$ cat src/rtl/fpu_pkg.sv
`default_nettype none
// ============================================================================
//  Module      : fpu_pkg
//  Description : Shared floating-point definitions: RISC-V FCLASS bit
//                indices, packed IEEE 754 operand layouts for single and
//                double precision, and the exponent-bias helper.
//  Revision    : 1.0  initial release
// ============================================================================
package fpu_pkg;

  // FCLASS result bit positions (RISC-V ordering)
  localparam int FCLASS_NEG_INF  = 0;
  localparam int FCLASS_NEG_NORM = 1;
  localparam int FCLASS_NEG_SUB  = 2;
  localparam int FCLASS_NEG_ZERO = 3;
  localparam int FCLASS_POS_ZERO = 4;
  localparam int FCLASS_POS_SUB  = 5;
  localparam int FCLASS_POS_NORM = 6;
  localparam int FCLASS_POS_INF  = 7;
  localparam int FCLASS_SNAN     = 8;
  localparam int FCLASS_QNAN     = 9;
  localparam int FCLASS_W        = 10;

  // Packed operand layouts {sign, biased exponent, fraction}
  typedef struct packed {
    logic        sign;
    logic [7:0]  exp;
    logic [22:0] frac;
  } fp32_t;

  typedef struct packed {
    logic        sign;
    logic [10:0] exp;
    logic [51:0] frac;
  } fp64_t;

  // IEEE 754 exponent bias for an exponent field of exp_w bits
  function automatic int fp_bias(input int exp_w);
    return (1 << (exp_w - 1)) - 1;
  endfunction

endpackage : fpu_pkg
`default_nettype wire

$ cat src/rtl/fpu_lzc.sv
`default_nettype none
// ============================================================================
//  Module      : fpu_lzc
//  Description : Parametrised leading-zero counter. Counts zeros from the
//                MSB down to the first set bit; returns W when the input is
//                all zeros.
//  Ports       : in_bits [W-1:0]      value to scan
//                cnt     [CNT_W-1:0]  number of leading zeros (0..W)
//  Revision    : 1.0  initial release
// ============================================================================
module fpu_lzc #(
  parameter int W     = 23,
  parameter int CNT_W = $clog2(W + 1)
) (
  input  logic [W-1:0]     in_bits,
  output logic [CNT_W-1:0] cnt
);

  // Scan from LSB upward; the last (highest) set bit seen wins, which gives
  // the distance from the MSB. A priority chain keeps this purely
  // combinational and lets synthesis build whatever tree suits the width.
  always_comb begin
    cnt = CNT_W'(W);
    for (int i = 0; i < W; i++) begin
      if (in_bits[i]) begin
        cnt = CNT_W'(W - 1 - i);
      end
    end
  end

endmodule : fpu_lzc
`default_nettype wire

$ cat src/rtl/fpu_unpack_norm_pipe.sv
`default_nettype none
// ============================================================================
//  Module      : fpu_unpack_norm_pipe
//  Description : Two-stage pipelined IEEE 754 unpacker. Stage 1 registers
//                the operand fields, class flags and the fraction's leading-
//                zero count; stage 2 produces the unbiased exponent, the
//                normalised significand (subnormals shifted so the integer
//                bit is set) and the RISC-V FCLASS mask.
//  Ports       : clk, rst                 clock, synchronous active-high reset
//                in_valid/in_ready/in_data  operand handshake {sign,exp,frac}
//                out_valid/out_ready      result handshake
//                out_sign, out_exp, out_sig, out_class   result fields
//                out_is_zero/inf/nan/snan/subnormal      class flags
//  Revision    : 1.0  initial release
// ============================================================================
module fpu_unpack_norm_pipe
  import fpu_pkg::*;
#(
  parameter int EXP_W = 8,
  parameter int MAN_W = 23,
  parameter int BIAS  = fp_bias(EXP_W)
) (
  input  logic                     clk,
  input  logic                     rst,
  input  logic                     in_valid,
  output logic                     in_ready,
  input  logic [EXP_W+MAN_W:0]     in_data,
  output logic                     out_valid,
  input  logic                     out_ready,
  output logic                     out_sign,
  output logic [EXP_W+1:0]         out_exp,
  output logic [MAN_W:0]           out_sig,
  output logic [FCLASS_W-1:0]      out_class,
  output logic                     out_is_zero,
  output logic                     out_is_inf,
  output logic                     out_is_nan,
  output logic                     out_is_snan,
  output logic                     out_is_subnormal
);

  localparam int XW    = EXP_W + 2;
  localparam int LZC_W = $clog2(MAN_W + 1);
  localparam int SH_W  = LZC_W + 1;

  localparam logic [EXP_W-1:0] EXP_ONES = '1;
  localparam logic [XW-1:0]    BIAS_X    = XW'(BIAS);
  localparam logic [XW-1:0]    BIAS_P1_X = XW'(BIAS + 1);

  // --------------------------------------------------------------------------
  // Handshake
  // --------------------------------------------------------------------------
  logic s1_valid_q, s1_valid_d;
  logic out_valid_q, out_valid_d;
  logic s2_can_load;
  logic s1_can_load;

  assign s2_can_load = !out_valid_q || out_ready;
  assign s1_can_load = !s1_valid_q || s2_can_load;
  assign in_ready    = s1_can_load;

  // --------------------------------------------------------------------------
  // Stage 1: field split, classification, leading-zero count
  // --------------------------------------------------------------------------
  logic             in_sign;
  logic [EXP_W-1:0] in_exp;
  logic [MAN_W-1:0] in_frac;
  logic             in_exp_zero;
  logic             in_exp_ones;
  logic             in_frac_zero;
  logic [LZC_W-1:0] in_lzc;

  assign in_sign      = in_data[EXP_W+MAN_W];
  assign in_exp       = in_data[EXP_W+MAN_W-1:MAN_W];
  assign in_frac      = in_data[MAN_W-1:0];
  assign in_exp_zero  = (in_exp == '0);
  assign in_exp_ones  = (in_exp == EXP_ONES);
  assign in_frac_zero = (in_frac == '0);

  fpu_lzc #(
    .W     (MAN_W),
    .CNT_W (LZC_W)
  ) u_lzc (
    .in_bits (in_frac),
    .cnt     (in_lzc)
  );

  logic             s1_sign_q, s1_sign_d;
  logic [EXP_W-1:0] s1_exp_q,  s1_exp_d;
  logic [MAN_W-1:0] s1_frac_q, s1_frac_d;
  logic             s1_zero_q, s1_zero_d;
  logic             s1_sub_q,  s1_sub_d;
  logic             s1_inf_q,  s1_inf_d;
  logic             s1_nan_q,  s1_nan_d;
  logic [LZC_W-1:0] s1_lzc_q,  s1_lzc_d;

  always_comb begin
    s1_valid_d = s1_valid_q;
    s1_sign_d  = s1_sign_q;
    s1_exp_d   = s1_exp_q;
    s1_frac_d  = s1_frac_q;
    s1_zero_d  = s1_zero_q;
    s1_sub_d   = s1_sub_q;
    s1_inf_d   = s1_inf_q;
    s1_nan_d   = s1_nan_q;
    s1_lzc_d   = s1_lzc_q;
    if (s1_can_load) begin
      s1_valid_d = in_valid;
      // Data only moves with a real operand so idle cycles do not toggle it.
      if (in_valid) begin
        s1_sign_d = in_sign;
        s1_exp_d  = in_exp;
        s1_frac_d = in_frac;
        s1_zero_d = in_exp_zero &&  in_frac_zero;
        s1_sub_d  = in_exp_zero && !in_frac_zero;
        s1_inf_d  = in_exp_ones &&  in_frac_zero;
        s1_nan_d  = in_exp_ones && !in_frac_zero;
        s1_lzc_d  = in_lzc;
      end
    end
  end

  always_ff @(posedge clk) begin
    if (rst) begin
      s1_valid_q <= 1'b0;
      s1_sign_q  <= 1'b0;
      s1_exp_q   <= '0;
      s1_frac_q  <= '0;
      s1_zero_q  <= 1'b0;
      s1_sub_q   <= 1'b0;
      s1_inf_q   <= 1'b0;
      s1_nan_q   <= 1'b0;
      s1_lzc_q   <= '0;
    end else begin
      s1_valid_q <= s1_valid_d;
      s1_sign_q  <= s1_sign_d;
      s1_exp_q   <= s1_exp_d;
      s1_frac_q  <= s1_frac_d;
      s1_zero_q  <= s1_zero_d;
      s1_sub_q   <= s1_sub_d;
      s1_inf_q   <= s1_inf_d;
      s1_nan_q   <= s1_nan_d;
      s1_lzc_q   <= s1_lzc_d;
    end
  end

  // --------------------------------------------------------------------------
  // Stage 2: exponent / significand / FCLASS
  // --------------------------------------------------------------------------
  logic [SH_W-1:0]     sub_shamt;
  logic [MAN_W:0]      sub_sig;
  logic [XW-1:0]       norm_exp;
  logic [XW-1:0]       sub_exp;
  logic                s1_qnan;
  logic [XW-1:0]       res_exp;
  logic [MAN_W:0]      res_sig;
  logic [FCLASS_W-1:0] res_class;

  // A subnormal's first set bit sits lzc places below the fraction MSB, so
  // shifting the {0,frac} field by lzc+1 lands it on the integer bit. Its
  // value is frac * 2^(1-BIAS-MAN_W), which after the shift gives
  // -BIAS - lzc as the exponent.
  assign sub_shamt = SH_W'(s1_lzc_q) + SH_W'(1);
  assign sub_sig   = {1'b0, s1_frac_q} << sub_shamt;
  assign norm_exp  = XW'(s1_exp_q) - BIAS_X;
  assign sub_exp   = (XW'(0) - BIAS_X) - XW'(s1_lzc_q);
  assign s1_qnan   = s1_frac_q[MAN_W-1];

  always_comb begin
    res_exp   = '0;
    res_sig   = '0;
    res_class = '0;
    if (s1_nan_q) begin
      // Payload is passed through untouched; signalling NaNs stay signalling.
      res_exp = BIAS_P1_X;
      res_sig = {1'b1, s1_frac_q};
      if (s1_qnan) begin
        res_class[FCLASS_QNAN] = 1'b1;
      end else begin
        res_class[FCLASS_SNAN] = 1'b1;
      end
    end else if (s1_inf_q) begin
      res_exp = BIAS_P1_X;
      res_sig = {1'b1, {MAN_W{1'b0}}};
      res_class[s1_sign_q ? FCLASS_NEG_INF : FCLASS_POS_INF] = 1'b1;
    end else if (s1_zero_q) begin
      res_class[s1_sign_q ? FCLASS_NEG_ZERO : FCLASS_POS_ZERO] = 1'b1;
    end else if (s1_sub_q) begin
      res_exp = sub_exp;
      res_sig = sub_sig;
      res_class[s1_sign_q ? FCLASS_NEG_SUB : FCLASS_POS_SUB] = 1'b1;
    end else begin
      res_exp = norm_exp;
      res_sig = {1'b1, s1_frac_q};
      res_class[s1_sign_q ? FCLASS_NEG_NORM : FCLASS_POS_NORM] = 1'b1;
    end
  end

  logic                out_sign_q,  out_sign_d;
  logic [XW-1:0]       out_exp_q,   out_exp_d;
  logic [MAN_W:0]      out_sig_q,   out_sig_d;
  logic [FCLASS_W-1:0] out_class_q, out_class_d;
  logic                out_zero_q,  out_zero_d;
  logic                out_inf_q,   out_inf_d;
  logic                out_nan_q,   out_nan_d;
  logic                out_snan_q,  out_snan_d;
  logic                out_sub_q,   out_sub_d;

  always_comb begin
    out_valid_d = out_valid_q;
    out_sign_d  = out_sign_q;
    out_exp_d   = out_exp_q;
    out_sig_d   = out_sig_q;
    out_class_d = out_class_q;
    out_zero_d  = out_zero_q;
    out_inf_d   = out_inf_q;
    out_nan_d   = out_nan_q;
    out_snan_d  = out_snan_q;
    out_sub_d   = out_sub_q;
    if (s2_can_load) begin
      out_valid_d = s1_valid_q;
      // Result fields only change when a new operand arrives, so they stay
      // stable while the consumer stalls.
      if (s1_valid_q) begin
        out_sign_d  = s1_sign_q;
        out_exp_d   = res_exp;
        out_sig_d   = res_sig;
        out_class_d = res_class;
        out_zero_d  = s1_zero_q;
        out_inf_d   = s1_inf_q;
        out_nan_d   = s1_nan_q;
        out_snan_d  = s1_nan_q && !s1_qnan;
        out_sub_d   = s1_sub_q;
      end
    end
  end

  always_ff @(posedge clk) begin
    if (rst) begin
      out_valid_q <= 1'b0;
      out_sign_q  <= 1'b0;
      out_exp_q   <= '0;
      out_sig_q   <= '0;
      out_class_q <= '0;
      out_zero_q  <= 1'b0;
      out_inf_q   <= 1'b0;
      out_nan_q   <= 1'b0;
      out_snan_q  <= 1'b0;
      out_sub_q   <= 1'b0;
    end else begin
      out_valid_q <= out_valid_d;
      out_sign_q  <= out_sign_d;
      out_exp_q   <= out_exp_d;
      out_sig_q   <= out_sig_d;
      out_class_q <= out_class_d;
      out_zero_q  <= out_zero_d;
      out_inf_q   <= out_inf_d;
      out_nan_q   <= out_nan_d;
      out_snan_q  <= out_snan_d;
      out_sub_q   <= out_sub_d;
    end
  end

  assign out_valid        = out_valid_q;
  assign out_sign         = out_sign_q;
  assign out_exp          = out_exp_q;
  assign out_sig          = out_sig_q;
  assign out_class        = out_class_q;
  assign out_is_zero      = out_zero_q;
  assign out_is_inf       = out_inf_q;
  assign out_is_nan       = out_nan_q;
  assign out_is_snan      = out_snan_q;
  assign out_is_subnormal = out_sub_q;

endmodule : fpu_unpack_norm_pipe
`default_nettype wire

$ cat config.mk
export PLATFORM = sky130hd
export DESIGN_NAME = fpu_unpack_norm_pipe
export DESIGN_NICKNAME = d
export VERILOG_FILES = /design/src/rtl/fpu_pkg.sv /design/src/rtl/fpu_lzc.sv /design/src/rtl/fpu_unpack_norm_pipe.sv
export SDC_FILE = /design/constraint.sdc
export NUM_CORES = 1
export LEC_CHECK = 0
export ABC_AREA = 1
export CORE_AREA = 3 3 115 117
export CTS_CLUSTER_DIAMETER = 60
export DETAILED_ROUTE_END_ITERATION = 7
export DIE_AREA = 0 0 118 120
export DONT_BUFFER_PORTS = 1
export PLACE_DENSITY = 0.64
export SLEW_MARGIN = 0
export SYNTH_ARGS = -nofsm -noshare
export SYNTH_HDL_FRONTEND = slang
export SYNTH_HIERARCHICAL = 1
export SYNTH_SLANG_ARGS = --single-unit
$ cat constraint.sdc
create_clock -name clk -period 2.7 [get_ports clk]
set_input_delay 0.54 -clock clk [delete_from_list [all_inputs] [get_ports clk]]
set_output_delay 0.54 -clock clk [all_outputs]
set_load 0.03 [all_outputs]
==> images/logic_types.png <==
The bar under the picture is 20 um long.
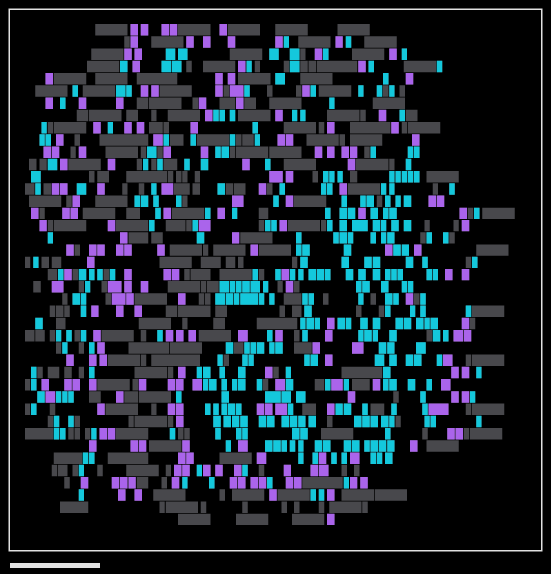
Key: cyan = nand cells [cells 337]; purple = aoi and oai cells [cells 205, where spread over the die]
Top cell excl fill/tap: nand2_1
Non-Filler Instances: 1008
multi-input combinational area share: 51.59%

==> images/clocks.png <==
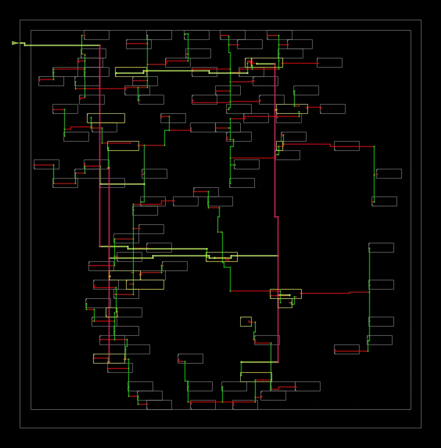
seq_cells: 91
clock-net power: 1.40 mW

==> images/io_placement.png <==
Pins as bars across the die edge, other pins in grey.
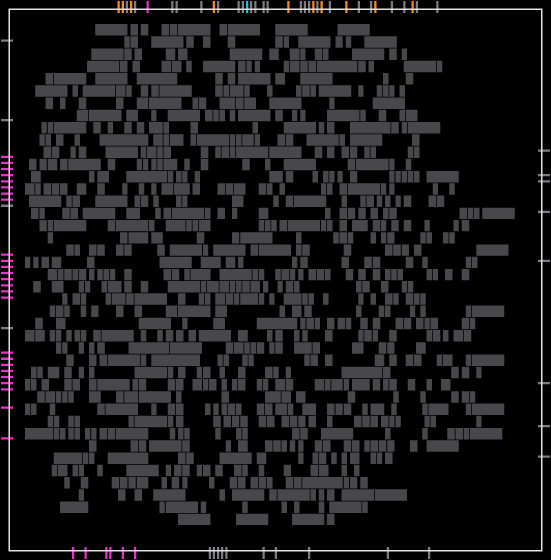
Key: orange = out_class [pins 10, direction output, edge north]; cyan = out_is_subnormal [pins 1, direction output, edge north]; magenta = in_data [pins 32, direction input, edge 25 west, 6 south, 1 north]
Die H: 120 um
# port buffers: 0
DIE WIDTH: 118 um

[kinds of logic (layout without fill, tap and decap cells)]
kind of cell / Yosys count / count (layout) / synth area share [%]
DFF: 91 / 91 / 33.20
AOI/OAI and AO/OA: 206 / 206 / 19.88
buffers and inverters: 132 / 113 / 11.83
and+or+nand+nor: 418 / 418 / 33.54
adders and majority gates: 4 / 4 / 0.9120
xor gates and xnor gates: 4 / 4 / 0.6385
[cells in the mapped netlist (all sizes together)]
cell,instances
or2,1
nand2,219
buf,28
a32o,1
o21ai,86
nand4,16
dfxtp,91
o22ai,10
and2,2
o211ai,7
nor3b,1
a311oi,1
bufinv,3
nor2,61
inv,78
a31oi,2
clkinv,1
nor3,11
a21boi,1
ha,4
clkbuf,22
nand3,102
a21oi,98
nor4,5
xnor2,1
xor2,3
[state kept, by name, summed over array words and instances (netlist names), 5 cells and up]
register and count:
out_sig 24, s1_frac_q 23, s1_lzc_q 5, s1_exp_q 8
out_class 9, out_exp 9
[layer usage]
layer | share of wire [%] | global-route usage, % | up-vias
met1 | 47 | 34.04 | 2522
met5 | 0 | 0 | -
met2 | 43 | 35.64 | 199
met3 | 8.2 | 5.090 | 23
met4 | 1.9 | 8.498 | 0
li1 | - | - | 2814
[power breakdown]
group | total [mW] | internal, mW | leakage [nW] | switching [mW]
registers | 1.53 | 1.41 | 0.747 | 0.118
logic | 0.617 | 0.201 | 1.51 | 0.417
clock network | 1.40 | 0.821 | 0.162 | 0.584
[metrics by stage]
stage | setup slack, ns | hold WS (ns)
6_report | 0.5697 | 0.2476
4_1_cts | 0.5829 | 0.2343
3_3_place_gp | 0.6351 | 0.4762
5_1_grt | 0.3399 | 0.2349
2_1_floorplan | 0.9325 | 0.4604
3_5_place_dp | 0.5924 | 0.4950
==> qor.csv <==
stage;metric;value;unit
outcome;outcome;completed;
timing;Setup Skew;0.01161;ns
global_route;all-layer global routing usage;23.89;%
cells_and_area;Clock Buffer Count;9;
yosys;Syn Area/Cell;6.418;um2
cells_and_area;Clock buf/inv share;5.538;%
yosys;top cells by area;dfxtp_1, nand2_1, nand3_1;
yosys;cells in synth_stat.txt;855;
timing;FMAX;469.4;MHz
timing;RSZ-0062 raised after global routing;false;
setup_path;critical path arrival;2.38;ns
yosys;Post-synth seq share;33.20;%
setup_path;Crit-path slowest cell;dfxtp_1;
setup_path;WS Path Type;reg -> reg;
timing;setup violators final;0;
setup_path;Req. time, crit path;2.95;ns
setup_path;Register-to-Register Path Depth;14;
yosys;cell area after synthesis;5488;um2
global_route;GRT overflow;0;
setup_path;stages on the worst setup path;14;
yosys;Post-Syn Instances;855;
place;DP Cell Count;992;
floorplan;fp_density;44.02;%
run;max_cap viols;0;
setup_path;worst setup path startpoint;s1_lzc_q[2];
cells_and_area;fillcell total;1312;
cts;Post-CTS Hold Buffers;0;
power;maximum vdd drop;0.2664;mV
floorplan;Die Size;14160;um2
global_route;antenna violations before repair;0;
route;DRT antenna net count;0;
route;Vias/cell;5.514;
cts;clk_lat worst skew;0.36;ns
cells_and_area;Inverters;82;
floorplan;core area;12470;um2
setup_path;CP Launch Type;flip-flop;
global_route;largest net degree at the start of global routing;47;
route;routed len/inst;16.60;um
cells_and_area;Gate Area;3019;um2
yosys;syn_nets;895;
cts;post-cts gate resize count;0;
yosys;Netlist cell types;43;
min_path;Hold Path Sink;out_is_snan;
run;tool warnings;27;
min_path;Hold Path Class;in -> reg;
cells_and_area;largest class;combinational gates;
place;Placed Area;5528;um2
timing;setup TNS;0;ns
global_route;vias in the first global route;5070;
setup_path;worst-path maximum fanout;25;
cells_and_area;Area Overhead vs Synth;6.635;%
timing;post-route minimum period;2.130;ns
setup_path;WP buf/inv;3;
setup_path;Reg2Reg Setup Slack;0.57;ns
cells_and_area;Final Net Count;871;
cts;CTS Sinks;91;
timing;max-slew violations;0;
cells_and_area;diode count;0;
cts;htree depth;3;
power;Static Leak;2.416;nW
route;DRT Wirelength;16740;um
cells_and_area;Non-clk bufs;15;
cts;CTS Buf Count;9;
place;RD Place Congestion;0.9541;
setup_path;cell seen most often among critical-path stages;nand2_1;
yosys;synthesis area per yosys;5488;um2
setup_path;Crit path max-delay family;simple AND/OR/NAND/NOR gates;
power;Power Density;606.7;nW/um2
power;Final Power;3.550;mW
floorplan;Site Rows;41;
setup_path;FF-to-FF End;out_sig[23];
cells_and_area;post-route cell area;5852;um2
timing;Fin. Hold Viols;0;
place;HPWL after DPL;12470;um
yosys;Top-area cell share;33.20;%
setup_path;Crit. End Element;flip-flop;
cts;Clock Path Buffers;2;
cts;Root Driver;clkbuf_16;
floorplan;num ports;88;
route;DRC Markers;0;
cells_and_area;Register Area;1822;um2
floorplan;# Taps;172;
yosys;leading area contributor after synthesis;dfxtp_1;
route;1st-iter DRT viols;471;
Power figures rest on the tool's default switching activity, not on a simulated workload.
